Run 1, cell sizes after repair:
Bar = 20 um.
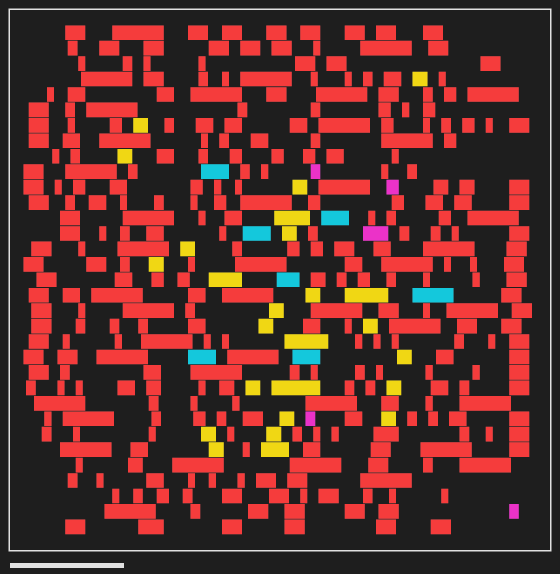
Run 1, a small window of the routed layout:
Bar = 10 um. Region (28, 9) to (68, 49) um. Cells in grey, sequential cells in the stronger grey; small squares are vias.
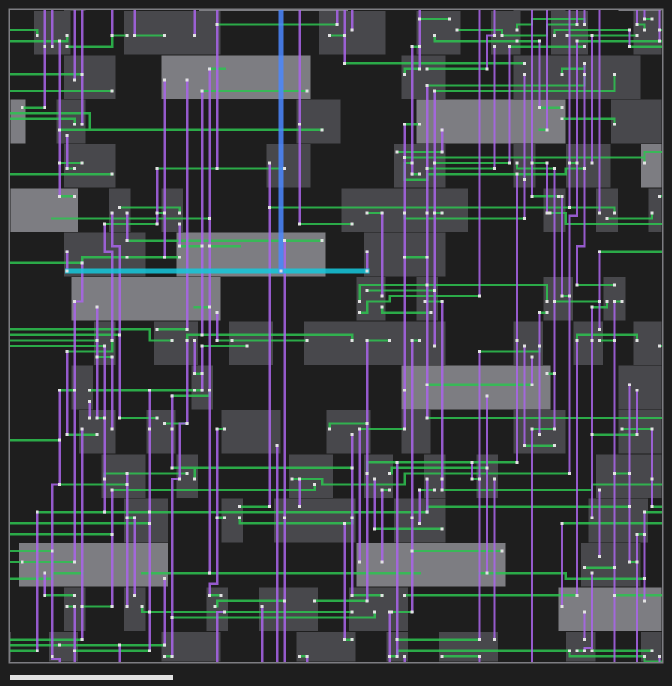
Run 1, met2 routing:
Bar = 20 um. Cells faint in the background.
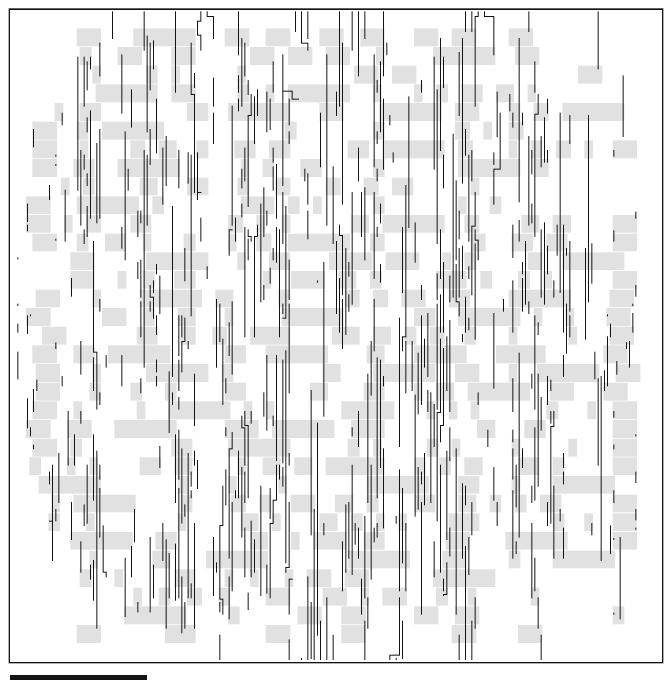
Run 1, congestion heat map:
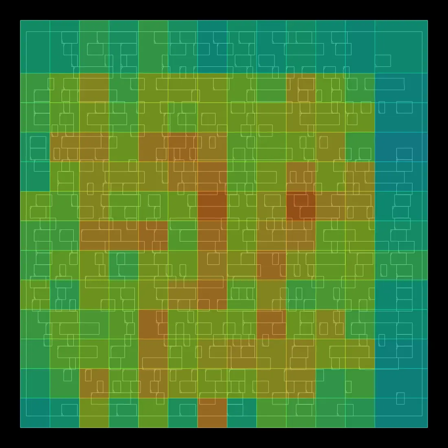
## src/rtl/axi_stream_pkt_master.sv

```systemverilog
// AXI4-Stream packet source: one command (length, seed) produces a burst of incrementing words ending in tlast.
// Optional statistics counters are enabled by defining AXIS_PKT_MASTER_STATS_EN.
module axi_stream_pkt_master #(
    parameter int DATA_WIDTH = 32,
    parameter int MAX_LEN    = 8
) (
    input  logic                       aclk,
    input  logic                       areset_n,
    input  logic                       cmd_valid,
    output logic                       cmd_ready,
    input  logic [$clog2(MAX_LEN)-1:0] cmd_len,
    input  logic [DATA_WIDTH-1:0]      cmd_seed,
    output logic                       busy,
    output logic                       m_tvalid,
    input  logic                       m_tready,
    output logic [DATA_WIDTH-1:0]      m_tdata,
    output logic                       m_tlast
`ifdef AXIS_PKT_MASTER_STATS_EN
    ,
    output logic [15:0]                pkt_count,
    output logic [15:0]                stall_count
`endif
);

    localparam int LEN_W = $clog2(MAX_LEN);

    typedef enum logic {
        IDLE,
        SEND
    } state_t;

    state_t             state;
    state_t             state_next;
    logic [LEN_W-1:0]   beat_cnt;
    logic [LEN_W-1:0]   len_reg;
    logic               cmd_fire;
    logic               beat_fire;
    logic               last_fire;

    // cmd_ready decodes registered state only, so it never depends on m_tready.
    assign cmd_ready = (state == IDLE);
    assign busy      = (state == SEND);
    assign cmd_fire  = cmd_valid && cmd_ready;
    assign beat_fire = m_tvalid && m_tready;
    assign last_fire = beat_fire && m_tlast;

    always_ff @(posedge aclk or negedge areset_n) begin
        if (!areset_n) begin
            state <= IDLE;
        end else begin
            state <= state_next;
        end
    end

    always_comb begin
        state_next = state;
        case (state)
            IDLE:    if (cmd_fire)  state_next = SEND;
            SEND:    if (last_fire) state_next = IDLE;
            default: state_next = IDLE;
        endcase
    end

    // Beat registers advance only on a handshake, so a stalled beat holds its data and tlast.
    always_ff @(posedge aclk or negedge areset_n) begin
        if (!areset_n) begin
            m_tvalid <= 1'b0;
            m_tdata  <= '0;
            m_tlast  <= 1'b0;
            beat_cnt <= '0;
            len_reg  <= '0;
        end else if (cmd_fire) begin
            m_tvalid <= 1'b1;
            m_tdata  <= cmd_seed;
            m_tlast  <= (cmd_len == '0);
            beat_cnt <= '0;
            len_reg  <= cmd_len;
        end else if (last_fire) begin
            m_tvalid <= 1'b0;
            m_tlast  <= 1'b0;
            beat_cnt <= '0;
            len_reg  <= '0;
        end else if (beat_fire) begin
            m_tdata  <= m_tdata + DATA_WIDTH'(1);
            beat_cnt <= beat_cnt + LEN_W'(1);
            m_tlast  <= ((beat_cnt + LEN_W'(1)) == len_reg);
        end
    end

`ifdef AXIS_PKT_MASTER_STATS_EN
    // Packet count wraps; stall count saturates so a long stall cannot alias to a small number.
    always_ff @(posedge aclk or negedge areset_n) begin
        if (!areset_n) begin
            pkt_count   <= '0;
            stall_count <= '0;
        end else begin
            if (last_fire) begin
                pkt_count <= pkt_count + 16'd1;
            end
            if (m_tvalid && !m_tready && (stall_count != 16'hFFFF)) begin
                stall_count <= stall_count + 16'd1;
            end
        end
    end
`endif

endmodule
```

## config.mk

```make
export PLATFORM = sky130hd
export DESIGN_NAME = axi_stream_pkt_master
export DESIGN_NICKNAME = d
export VERILOG_FILES = /design/src/rtl/axi_stream_pkt_master.sv
export SDC_FILE = /design/constraint.sdc
export NUM_CORES = 1
export LEC_CHECK = 0
export CAP_MARGIN = 20
export CELL_PAD_IN_SITES_DETAIL_PLACEMENT = 2
export CELL_PAD_IN_SITES_GLOBAL_PLACEMENT = 2
export CORE_UTILIZATION = 26
export DETAILED_ROUTE_END_ITERATION = 12
export PLACE_DENSITY_LB_ADDON = 0.1
export SLEW_MARGIN = 20
export SYNTH_ARGS = -nofsm -noshare
export SYNTH_HDL_FRONTEND = slang
export SYNTH_SLANG_ARGS = --single-unit
```

## constraint.sdc

```tcl
create_clock -name aclk -period 2.07 [get_ports aclk]
set_input_delay 0.414 -clock aclk [delete_from_list [all_inputs] [get_ports aclk]]
set_output_delay 0.414 -clock aclk [all_outputs]
set_load 0.01 [all_outputs]
```

==> Slide: Implementation Results, run 1 <==
Flow Results at a Glance

Yosys
  – Top cells by area, synth: dfrtp_1 (46%), nand2_1 (9.0%), xor2_1 (8.5%), o21ai_0 (6.9%), nand3_1 (2.9%)
  – Synth Area per Inst: 8.95 sq um
  – Xor/xnor share: 0.113
  – Yosys Instances: 252

Final timing
  – Max_slew headroom: 0.649
  – Hold Vio Cnt, Final: 0

Placement
  – Routability Congestion: 0.736
  – Detailed Place HPWL: 5.32 mm
  – Dpl cell area: 0.00325 sq mm

Run status
  – Status: completed

Critical path
  – Crit. End Element: flop
  – Reg2reg end: m_tdata[31]
  – Top fanout value on the critical path: 5
  – Reg-to-reg slack, setup: 0.12 ns
  – Crit path DRT: 2.25 ns

Clock network
  – Resize count post-CTS: 0
  – Clock slew at reported path FFs: 0.08 ns

Pwr
  – Clock power frac: 0.126
  – VDD IR-drop max: 0.425 mV
  – Leak pwr: 1.34 nW
  – Gate power share: 0.493
  – Net Sw Power: 1.67 mW

Finish
  – Antenna Cells: 0

Detailed routing
  – Via/cell ratio: 4.86
## Picture notes: 'cell sizes after repair'
drive 6 and up -> cyan  # cells 7, most used clkbuf_8
drive 2 -> magenta  # cells 5, most used clkinv_2
drive 3 to 4 -> yellow  # cells 25, most used buf_4
drive 1 or less -> red  # cells 307, most used clkdlybuf4s50_1
P&R area growth vs syn: 48.7%
Signal buffers: 95
final worst slack: 0.122 ns
fin area: 0.00335 sq mm

## Picture notes: 'a small window of the routed layout'
met2 -> purple
met1 -> green
met4 -> blue
met3 -> cyan
sequential cells in the window = 8
netlist names of flops here include = m_tdata (4)
most frequent = nand2_1 (14), buf_4 (11), dfrtp_1 (8)
cells with their middle in the window = 80

## Picture notes: 'met2 routing'
nets with wire on the layer = 341
share of all routed wire = 49%
WL final: 6.95 mm
GR Util met2: 0.271
vias: 2182

## Picture notes: 'congestion heat map'
GRT met3 Usage: 0.0279
WL/cell: 15.5 um

run 1: through the flow:
step                      utilization  power, mW  std cells  TNS (ns)
after floorplan                     -       2.51        252         0
after global placement          0.392       3.64        441     -2.76
after detailed placement        0.392       3.71        441     -3.30
after CTS                       0.402       4.26        449         0
after global routing            0.404       4.54        449   -0.0174
final                           0.404       4.20        449         0
run 1: cell usage in the layout, fill, tap and decap left out, drive strengths merged:
cell,netlist,routed
nand2b,1,1
clkdlybuf4s50,0,73
o31a,1,1
o21a,1,1
dfrtp,41,41
nand4,10,10
o311ai,2,2
clkbuf,7,6
nand3,14,14
o211ai,2,2
nor3,6,6
clkinv,0,2
and3,4,4
nor2b,1,1
and4b,1,1
mux2i,1,1
a21oi,5,5
xor2,22,22
ha,2,2
a31oi,3,3
a311o,1,1
or3,3,3
nor3b,1,1
nor4,3,3
nand2,54,54
and4,1,1
o21ai,31,31
or2,3,3
inv,5,5
a21o,1,1
xnor2,7,7
nand4b,1,1
nand3b,1,1
buf,4,22
nor2,12,12
run 1: critical path: stages, from the launching register on:
cell and delay (ns):
dfrtp_1 0.43, nand3_1 0.30, nor4_4 0.35, nand4_1 0.18, or2_0 0.23, a311o_1 0.35
run 1: synth_stat cells (all sizes together):
cell and instances:
a21o 1, a21oi 5, a311o 1, a31oi 3
and3 4, and4 1, and4b 1, buf 4
clkbuf 7, dfrtp 41, ha 2, inv 5
mux2i 1, nand2 54, nand2b 1, nand3 14
nand3b 1, nand4 10, nand4b 1, nor2 12
nor2b 1, nor3 6, nor3b 1, nor4 3
o211ai 2, o21a 1, o21ai 31, o311ai 2
o31a 1, or2 3, or3 3, xnor2 7
xor2 22
run 1: power groups by stage:
stage | sequential [mW] | clock, mW | combinational, mW
after floorplan | 1.70 | 0 | 0.812
after detailed placement | 1.63 | 0 | 2.08
after global routing | 1.68 | 0.571 | 2.29
after CTS | 1.61 | 0.556 | 2.09
final | 1.60 | 0.528 | 2.07
after global placement | 1.61 | 0 | 2.02
run 1: metal layers:
| layer | up-vias | share of wire | global-route usage |
|---|---|---|---|
| li1 | 1052 | - | - |
| met1 | 1079 | 0.46 | 0.222 |
| met2 | 45 | 0.49 | 0.271 |
| met3 | 6 | 0.038 | 0.0279 |
| met4 | 0 | 0.0085 | 0.0341 |
| met5 | - | 0 | 0 |
run 1: cell type report:
type                            count  area share
Clock buffer                        6      0.0216
Clock inverter                      2     0.00299
Inverter                            5     0.00560
Multi-Input combinational cell    195       0.353
Sequential cell                    41       0.306
Tap cell                          105      0.0392
Timing Repair Buffer               95       0.271
run 1: worst min-delay path by stage:
stage	end	startpoint	depth (start not counted)
after floorplan	beat_cnt[0]	areset_n	0
after CTS	m_tdata[0]	areset_n	1
after detailed placement	m_tdata[0]	areset_n	1
after global routing	beat_cnt[0]	areset_n	1
final	m_tdata[0]	areset_n	1
after global placement	m_tdata[0]	areset_n	1
run 1: cells by family after synthesis:
logic type                 Yosys count
AOI/OAI and AO/OA                   47
xor gates and xnor gates            29
adders and majority gates            2
buffers and inverters               16
DFF                                 41
and+or+nand+nor                    116
muxes                                1
Run 1, signal wires on met1:
Bar = 20 um. Supply wires on this layer in grey. Cells faint in the background.
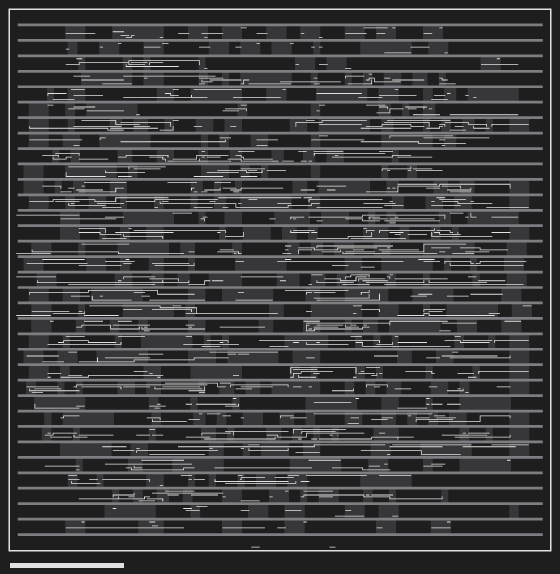

==> inputs of run 2 (changes only) <==
--- a/config.mk
+++ b/config.mk
@@ -10,3 +10,4 @@
 export CELL_PAD_IN_SITES_GLOBAL_PLACEMENT = 2
-export CORE_UTILIZATION = 26
+export CORE_UTILIZATION = 27
+export CTS_BUF_LIST = sky130_fd_sc_hd__clkbuf_4 sky130_fd_sc_hd__clkbuf_8
 export DETAILED_ROUTE_END_ITERATION = 12
==> constraint.sdc (replaced) <==
create_clock -name aclk -period 2.07 [get_ports aclk]
set_input_delay 0.3105 -clock aclk [delete_from_list [all_inputs] [get_ports aclk]]
set_output_delay 0.3105 -clock aclk [all_outputs]
set_load 0.01 [all_outputs]
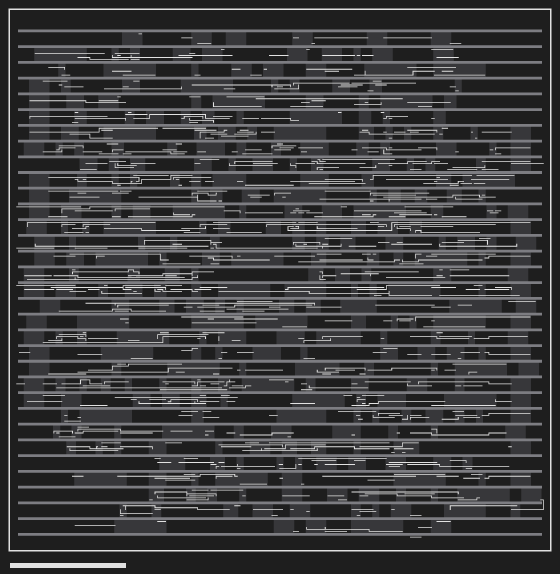
Run 2: signal wires on met1
Bar = 20 um. Supply wires on this layer in grey. Cells faint in the background.
wire length on this layer = 3300 um
share of all routed wire = 47%
met1 Use GR: 0.226
WL final: 7.08 mm
vias: 2161

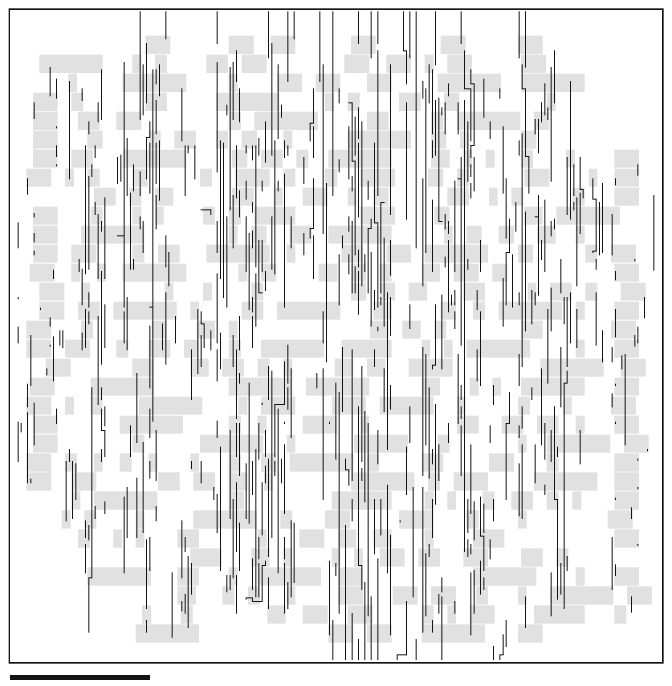
Run 2: met2 routing
Bar = 20 um. Cells faint in the background.
longest straight run = 64.6 um
share of all routed wire = 48%
GR Util met2: 0.300

==> Slide: Implementation Results, run 2 <==
Flow Results at a Glance

Yosys
  – Seq/Total Area, Yosys: 0.455 (unchanged)
  – Yosys Instances: 252 (unchanged)
  – Post-synth ARST share: 1.00 (unchanged)
  – Post-synth EDFFs: 0 (unchanged)
  – Most numerous cell in the Yosys netlist: nand2_1 (unchanged)
  – Synth cell count leaders: nand2_1 (54), dfrtp_1 (41), o21ai_0 (31) (unchanged)
  – Ys flop type: dfrtp_1 (unchanged)
  – Top cells by area, synth: dfrtp_1 (46%), nand2_1 (9.0%), xor2_1 (8.5%), o21ai_0 (6.9%), nand3_1 (2.9%) (unchanged)

Placement
  – Detailed Place HPWL: 5.25 mm (was 5.32 mm)
  – Dpl cell area: 0.00323 sq mm (was 0.00325 sq mm)
  – Placed Cells incl. Taps: 434 (was 441)
  – Routability Congestion: 0.760 (was 0.736)

Finish
  – P&R area growth vs syn: 48.8% (was 48.7%)
  – Final std cells w/o fill: 443 (was 449)
  – Fin area: 0.00335 sq mm (about the same)
  – Most numerous logic cell after layout: clkdlybuf4s50_1 (unchanged)
  – Top Layout Cells: clkdlybuf4s50_1 (73), nand2_1 (54), dfrtp_1 (41) (unchanged)
  – Antenna Cells: 0 (unchanged)

Detailed routing
  – WL/cell: 16.0 um (was 15.5 um)

Critical path
  – Slowest CP cell: clkdlybuf4s50_1 (was dfrtp_1)
  – Delay-heaviest family, CP: simple AND/OR/NAND/NOR gates (unchanged)
  – Crit path DRT: 2.26 ns (was 2.25 ns)
  – Crit. End Element: flop (unchanged)
  – Top fanout value on the critical path: 3 (was 5)
  – Max incr delay on CP: 0.53 ns (was 0.43 ns)
  – WP buf/inv: 1 (was 0)
  – Nature of the critical path startpoint: input pin (was flop)

Pwr
  – Gate power share: 0.476 (was 0.493)
  – VDD IR-drop max: 0.453 mV (was 0.425 mV)
  – Net Sw Power: 1.68 mW (was 1.67 mW)
  – Leak pwr: 1.34 nW (about the same)
  – Post-layout power: 4.26 mW (was 4.20 mW)
  – Clock power frac: 0.143 (was 0.126)

Final timing
  – Max_slew headroom: 0.659 (was 0.649)
  – Final worst slack: 0.131 ns (was 0.122 ns)
  – Hold Vio Cnt, Final: 0 (unchanged)

Run
  – Maxcap violations: 0 (unchanged)

Run status
  – Status: completed (unchanged)

Clock network
  – Clock slew at reported path FFs: 0.09 ns (was 0.08 ns)
  – CTS Sinks: 41 (unchanged)

Global route
  – Global-route wire length before repair: 11.8 mm (was 11.5 mm)
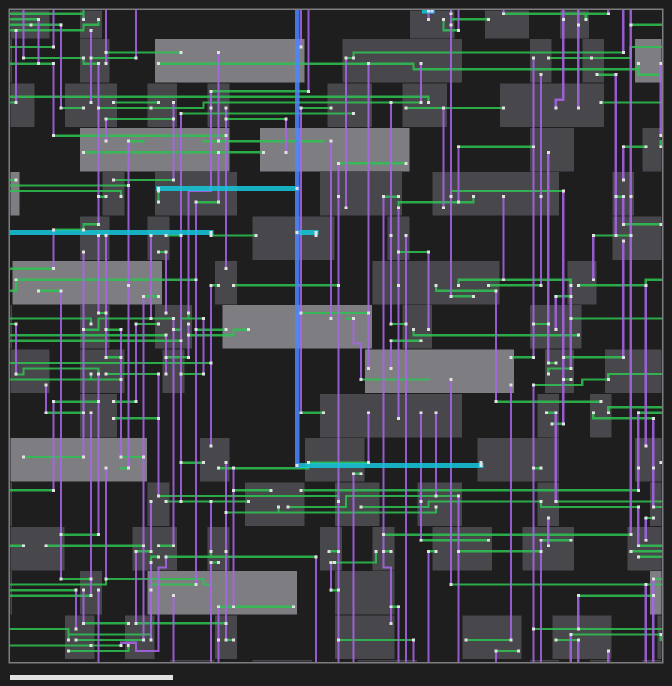
Run 2: a small window of the routed layout
Bar = 10 um. Region (27, 8) to (67, 48) um. Cells in grey, sequential cells in the stronger grey; small squares are vias.
met3 -> cyan
met4 -> blue
met1 -> green
met2 -> purple
sequential cells in the window = 8
netlist names of flops here include = m_tdata (3), beat_cnt (2)
most frequent = nand2_1 (14), buf_4 (9), dfrtp_1 (8)
cells with their middle in the window = 77

[run 2: cell counts after synthesis]
No cell type changed its count.
[run 2: final timing paths]
path	endpoint	startpoint	cells after the start	slack (ns)
setup / recovery	m_tdata[31]	m_tready	6	0.13
hold / removal	m_tdata[4]	areset_n	2	0.49
setup reg to reg	m_tdata[31]	m_tdata[2]	5	0.18
hold reg to reg	beat_cnt[1]	beat_cnt[1]	2	0.53
max in group asynchronous	m_tdata[20]	areset_n	3	1.08
min in group aclk	beat_cnt[1]	beat_cnt[1]	2	0.53
[run 2: layout make-up]
class | count | area share
Tap cell | 102 | 0.0380
Clock buffer | 7 | 0.0287
Clock inverter | 1 | 0.00149
Multi-Input combinational cell | 195 | 0.352
Sequential cell | 41 | 0.306
Inverter | 5 | 0.00559
Timing Repair Buffer | 92 | 0.268
[run 2: kinds of logic (layout without fill, tap and decap cells)]
| logic type | after synthesis | in the layout | synth area share |
|---|---|---|---|
| adder cells (fa/ha/maj) | 2 | 2 | 0.0111 |
| multiplexers | 1 | 1 | 0.00444 |
| buffers and inverters | 16 | 105 | 0.0327 |
| AND/OR/NAND/NOR | 116 | 116 | 0.266 |
| flip-flops | 41 | 41 | 0.455 |
| XOR/XNOR | 29 | 29 | 0.113 |
| AND-OR/OR-AND | 47 | 47 | 0.118 |
[run 2: per-layer routing]
| layer | share of wire | global-route usage | vias up |
|---|---|---|---|
| met2 | 0.48 | 0.300 | 52 |
| li1 | - | - | 1050 |
| met1 | 0.47 | 0.226 | 1051 |
| met4 | 0.015 | 0.0603 | 0 |
| met3 | 0.035 | 0.0293 | 8 |
| met5 | 0 | 0 | - |
[run 2: what timing repair did]
item,in CTS,in global routing
resized,0,2
hold buffers,1,0
buffers inserted,0,0
hold endpoints to repair,17,0
setup endpoints to repair,0,1
[run 2: metrics by stage]
stage | setup TNS [ns] | util
6_report | 0 | 0.425
5_1_grt | 0 | 0.425
4_1_cts | 0 | 0.424
3_5_place_dp | -1.14 | 0.409
3_3_place_gp | -0.296 | 0.409
2_1_floorplan | 0 | -
[run 2: power groups by stage]
| stage | Sequential (mW) | Combinational [mW] | Clock, mW |
|---|---|---|---|
| floorplan | 1.70 | 0.812 | 0 |
| global placement | 1.62 | 1.97 | 0 |
| detailed placement | 1.64 | 2.04 | 0 |
| CTS | 1.64 | 2.05 | 0.640 |
| global route | 1.69 | 2.22 | 0.672 |
| finish | 1.62 | 2.02 | 0.607 |
Run 2, cell sizes after repair:
Bar = 20 um.
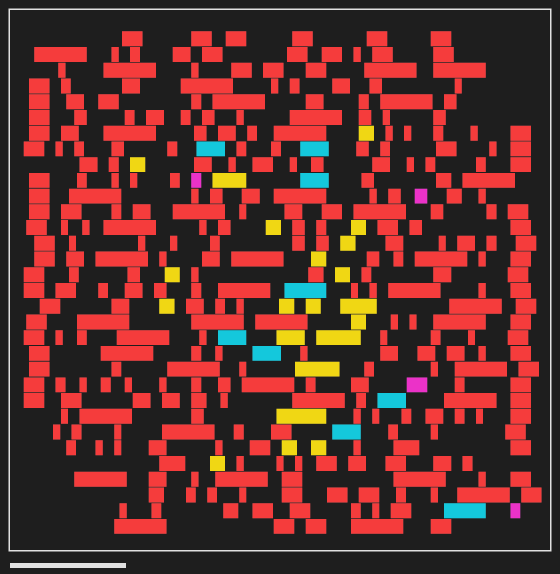

==> inputs of run 3 (changes only) <==
- PLACE_DENSITY_LB_ADDON: 0.1 -> 0.15
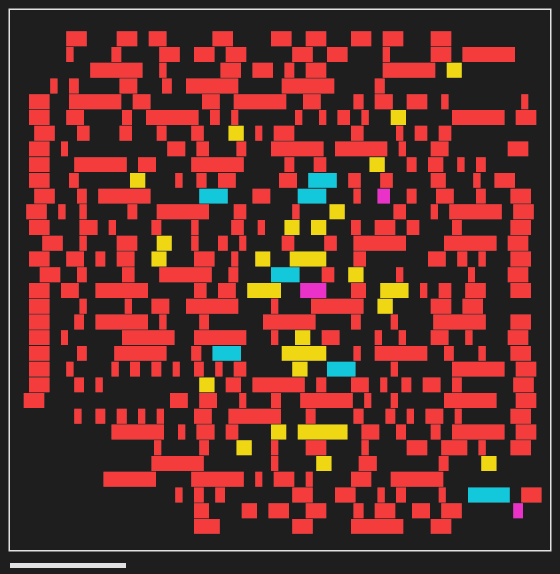
Run 3: cell sizes after repair
Bar = 20 um.
drive 2 -> magenta  # cells 3
drive 6 and up -> cyan  # cells 7, most used clkbuf_8
drive 1 or less -> red  # cells 308, most used clkdlybuf4s50_1
drive 3 to 4 -> yellow  # cells 25, most used buf_4

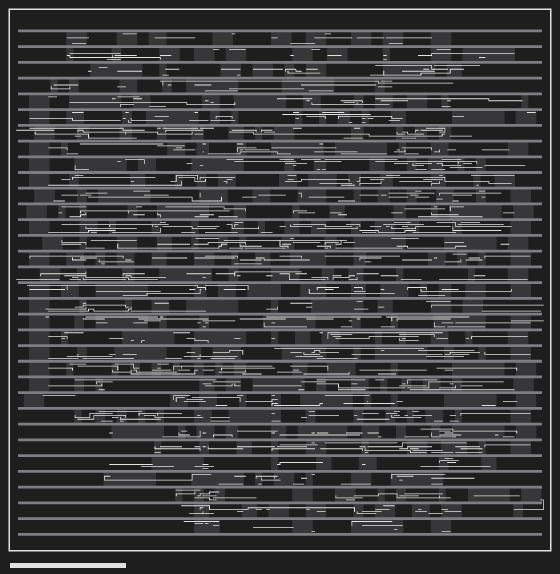
Run 3: signal wires on met1
Bar = 20 um. Supply wires on this layer in grey. Cells faint in the background.
longest straight run = 37.7 um
nets with wire on the layer = 321
WL final: 7.10 mm
vias: 2181
met1 Use GR: 0.225

==> Slide: Implementation Results, run 3 <==
Flow Results at a Glance

Pwr
  – VDD IR-drop max: 0.375 mV (was 0.453 mV)
  – Leak pwr: 1.34 nW (about the same)

Clock network
  – Setup bufs post-CTS: 0 (unchanged)
  – CTS Sinks: 41 (unchanged)
  – Resize count post-CTS: 0 (unchanged)
  – Clock slew at reported path FFs: 0.08 ns (was 0.09 ns)
  – CTS Hold Bufs: 1 (unchanged)
  – CTS max path bufs: 2 (unchanged)

Die
  – Rows: 32 (unchanged)

Critical path
  – CP cell instances: clkdlybuf4s50_1 -> nand4b_4 -> nor4_2 -> nand4_1 -> or2_0 -> a311o_1 (was clkdlybuf4s50_1 -> nand4b_4 -> nor4_4 -> nand4_1 -> or2_0 -> a311o_1)
  – Launch point of the critical path: m_tready (unchanged)
  – Top fanout value on the critical path: 3 (unchanged)
  – Slowest CP cell: clkdlybuf4s50_1 (unchanged)
  – Crit path capture: m_tdata[31] (unchanged)
  – Reg-to-reg slack, setup: 0.17 ns (was 0.18 ns)
  – Crit path DRT: 2.25 ns (was 2.26 ns)
  – Worst R2R Start: m_tdata[1] (was m_tdata[2])
  – R2R depth: 7 (was 5)
  – Nature of the critical path startpoint: input pin (unchanged)
  – Max incr delay on CP: 0.53 ns (about the same)

Yosys
  – Post-synth ARST share: 1.00 (unchanged)
  – Top cells by area, synth: dfrtp_1 (46%), nand2_1 (9.0%), xor2_1 (8.5%), o21ai_0 (6.9%), nand3_1 (2.9%) (unchanged)
  – Ys flop type: dfrtp_1 (unchanged)
  – Synth unique cells: 40 (unchanged)
  – Synth Area per Inst: 8.95 sq um (unchanged)
  – Most numerous cell in the Yosys netlist: nand2_1 (unchanged)
  – Seq/Total Area, Yosys: 0.455 (unchanged)
  – Synth cell count leaders: nand2_1 (54), dfrtp_1 (41), o21ai_0 (31) (unchanged)
  – Post-synth EDFFs: 0 (unchanged)
  – Yosys Instances: 252 (unchanged)

Placement
  – Routability Congestion: 0.734 (was 0.760)
  – Detailed Place HPWL: 5.50 mm (was 5.25 mm)

Final timing
  – Setup_tns: 0 ns (unchanged)
  – Max_slew headroom: 0.671 (was 0.659)
  – Hold Vio Cnt, Final: 0 (unchanged)

Finish
  – Most numerous logic cell after layout: clkdlybuf4s50_1 (unchanged)
  – P&R area growth vs syn: 48.1% (was 48.8%)
  – Antenna Cells: 0 (unchanged)
  – Top Layout Cells: clkdlybuf4s50_1 (73), nand2_1 (54), dfrtp_1 (41) (unchanged)

Run status
  – Status: completed (unchanged)

Detailed routing
  – Via/cell ratio: 4.90 (was 4.88)

Global route
  – Overall routing resource usage: 0.178 (was 0.176)
  – GRT met3 Usage: 0.0350 (was 0.0293)
  – Top Usage Layer GRT: met2 (unchanged)
  – Global-route wire length before repair: 12.1 mm (was 11.8 mm)

Run
  – Maxcap violations: 0 (unchanged)
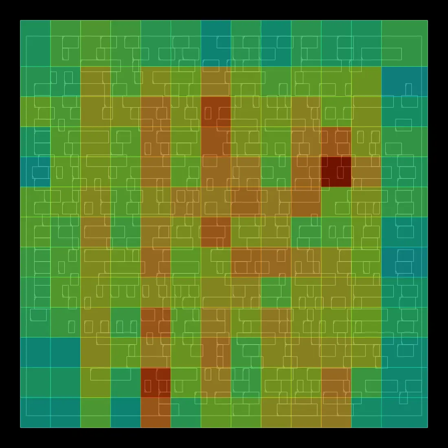
Run 3: congestion heat map
Final Util: 0.423
WL/cell: 15.9 um
GR Util met2: 0.311

run 3: worst min-delay path by stage:
stage                   to      from  slack [ns]  cells past startpoint
4_1_cts         m_tdata[1]  areset_n        0.53                      2
5_1_grt         m_tdata[1]  areset_n        0.55                      2
3_5_place_dp    m_tdata[1]  areset_n        0.31                      1
6_report        m_tdata[1]  areset_n        0.51                      2
2_1_floorplan  beat_cnt[0]  areset_n        0.01                      0
3_3_place_gp    m_tdata[1]  areset_n        0.31                      1
run 3: final cells by class:
class / count / area [sq um] / share of cell area
repair buffers: 95 / 908 / 0.272
flip-flops and latches: 41 / 1030 / 0.307
multi-input cells: 195 / 1170 / 0.350
well taps: 102 / 128 / 0.0382
inverters: 5 / 18.8 / 0.00562
clock buffers: 7 / 90.1 / 0.0270
run 3: cell families after synthesis:
kind of cell | share of synthesized area
compound gates | 0.118
xor+xnor | 0.113
fa+ha+maj | 0.0111
buf+inv | 0.0327
flops | 0.455
mux | 0.00444
simple gates | 0.266
run 3: layer usage:
layer,vias to the layer above,part of all wire
li1,1054,-
met1,1068,0.46
met2,55,0.49
met3,4,0.045
met4,0,0.0072
met5,-,0
run 3: stage by stage:
step           utilization  std cells  worst slack (ns)  power [mW]  instance area [sq um]
2_1_floorplan            -        252             0.132        2.51                   2250
3_3_place_gp         0.411        437            -0.135        3.61                   3240
3_5_place_dp         0.411        437            -0.181        3.71                   3240
4_1_cts              0.423        445             0.136        4.29                   3340
5_1_grt              0.423        445           0.00363        4.55                   3340
6_report             0.423        445             0.140        4.21                   3340
run 3: report_power, final:
part	switching (mW)	total [mW]	internal [mW]
registers	0.435	1.61	1.17
logic	0.935	2.05	1.11
clock network	0.275	0.553	0.278
run 3: worst max-delay path: cells and delay by family:
kind | cells | cell delay, ns
compound gates | 1 | 0.34
buf+inv | 1 | 0.53
simple gates | 4 | 0.93
Power and IR drop assume default switching activity.
